Figure 1. Metal 2.
Bar = 20 um.
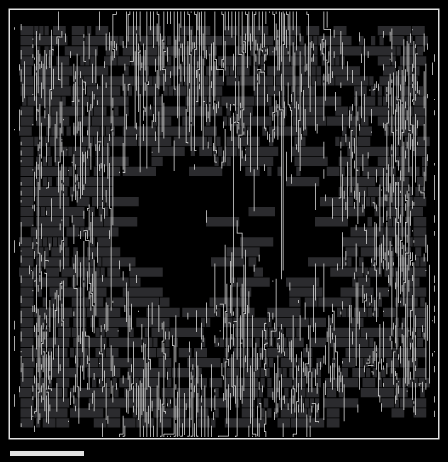
Figure 2. Met4 routing.
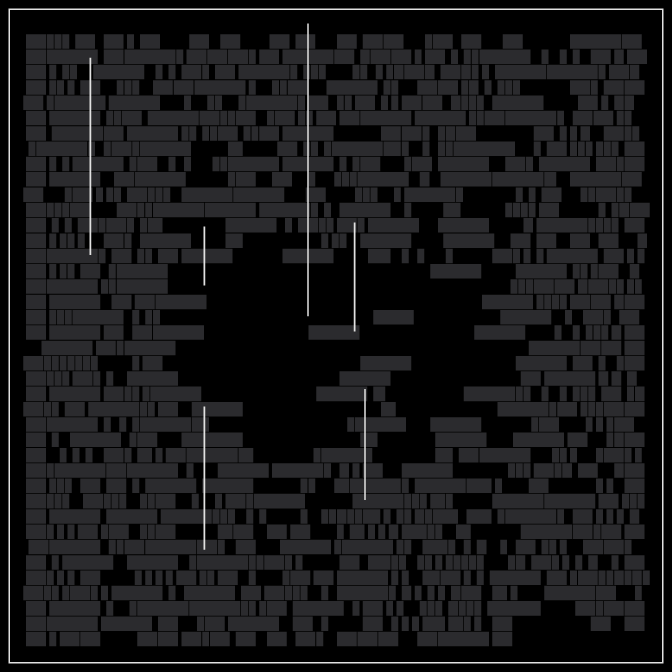
==> config.mk <==
export PLATFORM = sky130hd
export DESIGN_NAME = mul_sequencer
export DESIGN_NICKNAME = d
export VERILOG_FILES = /design/src/rtl/mul_sequencer.sv
export SDC_FILE = /design/constraint.sdc
export NUM_CORES = 1
export LEC_CHECK = 0
export ABC_AREA = 1
export CORE_MARGIN = 2
export CORE_UTILIZATION = 41
export CTS_CLUSTER_DIAMETER = 60
export DETAILED_ROUTE_END_ITERATION = 7
export HOLD_SLACK_MARGIN = 0.1
export PLACE_DENSITY = 0.85
export SLEW_MARGIN = 0
export SYNTH_ARGS = -nofsm -noshare
export SYNTH_HDL_FRONTEND = slang
export SYNTH_SLANG_ARGS = --single-unit
==> constraint.sdc <==
create_clock -name clk -period 4.65 [get_ports clk]
set_input_delay 0.93 -clock clk [delete_from_list [all_inputs] [get_ports clk]]
set_output_delay 0.93 -clock clk [all_outputs]
set_load 0.01 [all_outputs]
==> results.json <==
{
  "numPortBuffers": 247,
  "ys_types": 20,
  "yosys.area.top_type_share_pct": 56.7,
  "cts_tree": "done",
  "async_reset_ff_share_pct": 100,
  "worstSkewPairLatency_ns": 0.41,
  "diodes": 0,
  "syn_area_mm2": 0.00512,
  "crit_type": "register to output port",
  "hold_viol": 0,
  "yosys_warnings": 0,
  "fp_nets": 786,
  "run_status": "finished, final reports clean",
  "vdd_drop_max_v": 0.000371,
  "grt_use_total_pct": 21.4,
  "worstPathCellList": "clkdlybuf4s50_1",
  "cts.hold.buffers_added": 0,
  "path_clk_slew_ns": 0.06,
  "fp.dieArea_mm2": 0.0134,
  "overflow": 0,
  "post_cts_buffers": 0,
  "ff_type": "dfrtp_1",
  "drc": 0,
  "slowest_delay_ns": 0.53,
  "worstPathBufferInverterCount": 1,
  "clockBufferDepth": 2,
  "grt_pass1_vias": 4537,
  "ctsResizeCount": 0,
  "seq_power_share_pct": 34.5,
  "grt_max_degree": 74,
  "grt_pass1_wl_um": 22300,
  "p_comb_share_pct": 41.4,
  "antenna_found_initial": 0,
  "fin_nets": 1026,
  "skew_ns": 0.00737,
  "numCtsBuffers": 17
}
## Picture notes: Figure 1
nets with wire on the layer = 785
share of all routed wire = 46%
longest straight run = 45.9 um
M2 GR Usage: 34.9%
final WL: 14400 um
vias: 4843

## Picture notes: Figure 2
longest straight run = 51.7 um
wire length on this layer = 160 um
main direction = vertical
nets with wire on the layer = 3
share of all routed wire = 1.1%

per-layer routing:
layer	share of wire (%)	up-vias	global-route usage, %
met5	0	-	0
met4	1.1	0	6.75
met3	12	15	10.2
met2	46	192	34.9
met1	41	2208	25.2
li1	-	2428	-
through the flow:
stage	utilization [%]	setup WS (ns)	std cells
6_report	68.0	2.26	1061
5_1_grt	68.0	2.08	1061
4_1_cts	68.0	2.23	1061
3_5_place_dp	63.1	1.84	1029
3_3_place_gp	63.1	1.87	1029
2_1_floorplan	-	0.621	640
logic make-up after synthesis:
| logic type | after synthesis | synth area share, % |
|---|---|---|
| AND/OR/NAND/NOR | 432 | 32.2 |
| flip-flops | 117 | 57.2 |
| buffers and inverters | 46 | 5.30 |
| AND-OR/OR-AND | 40 | 4.03 |
| adder cells (fa/ha/maj) | 5 | 1.22 |
worst register-to-register path, cell delays in order (launching register included):
cell,delay (ns)
dfrtp_1,0.42
inv_1,0.11
ha_1,0.23
inv_1,0.13
nor2_4,0.06
inv_2,0.30
buf_4,0.51
nand2_1,0.12
nand2_1,0.08
power by group through the flow:
stage	combinational (mW)	clock (mW)	sequential, mW
finish	2.25	1.31	1.88
detailed placement	2.27	0	1.87
CTS	2.29	1.34	1.88
global placement	2.23	0	1.87
floorplan	0.860	0	2.01
global route	2.49	1.39	1.94
layout make-up:
class,count,area (um2)
well taps,168,210
inverters,15,58.8
clock inverters,15,170
repair buffers,252,2520
clock buffers,17,425
fillers,1005,3870
multi-input cells,477,1920
flip-flops and latches,117,2930
Yosys cell counts, types with 2 or more instances:
master      n
inv_1      13
nor2_1      9
buf_4       5
inv_2       2
nand2_1   415
buf_2      10
nand3_1     2
clkbuf_1    7
buf_6       9
nand3b_1    2
ha_1        5
nor2_2      2
o21ai_0    37
dfrtp_1   116
Power and IR drop assume default switching activity.
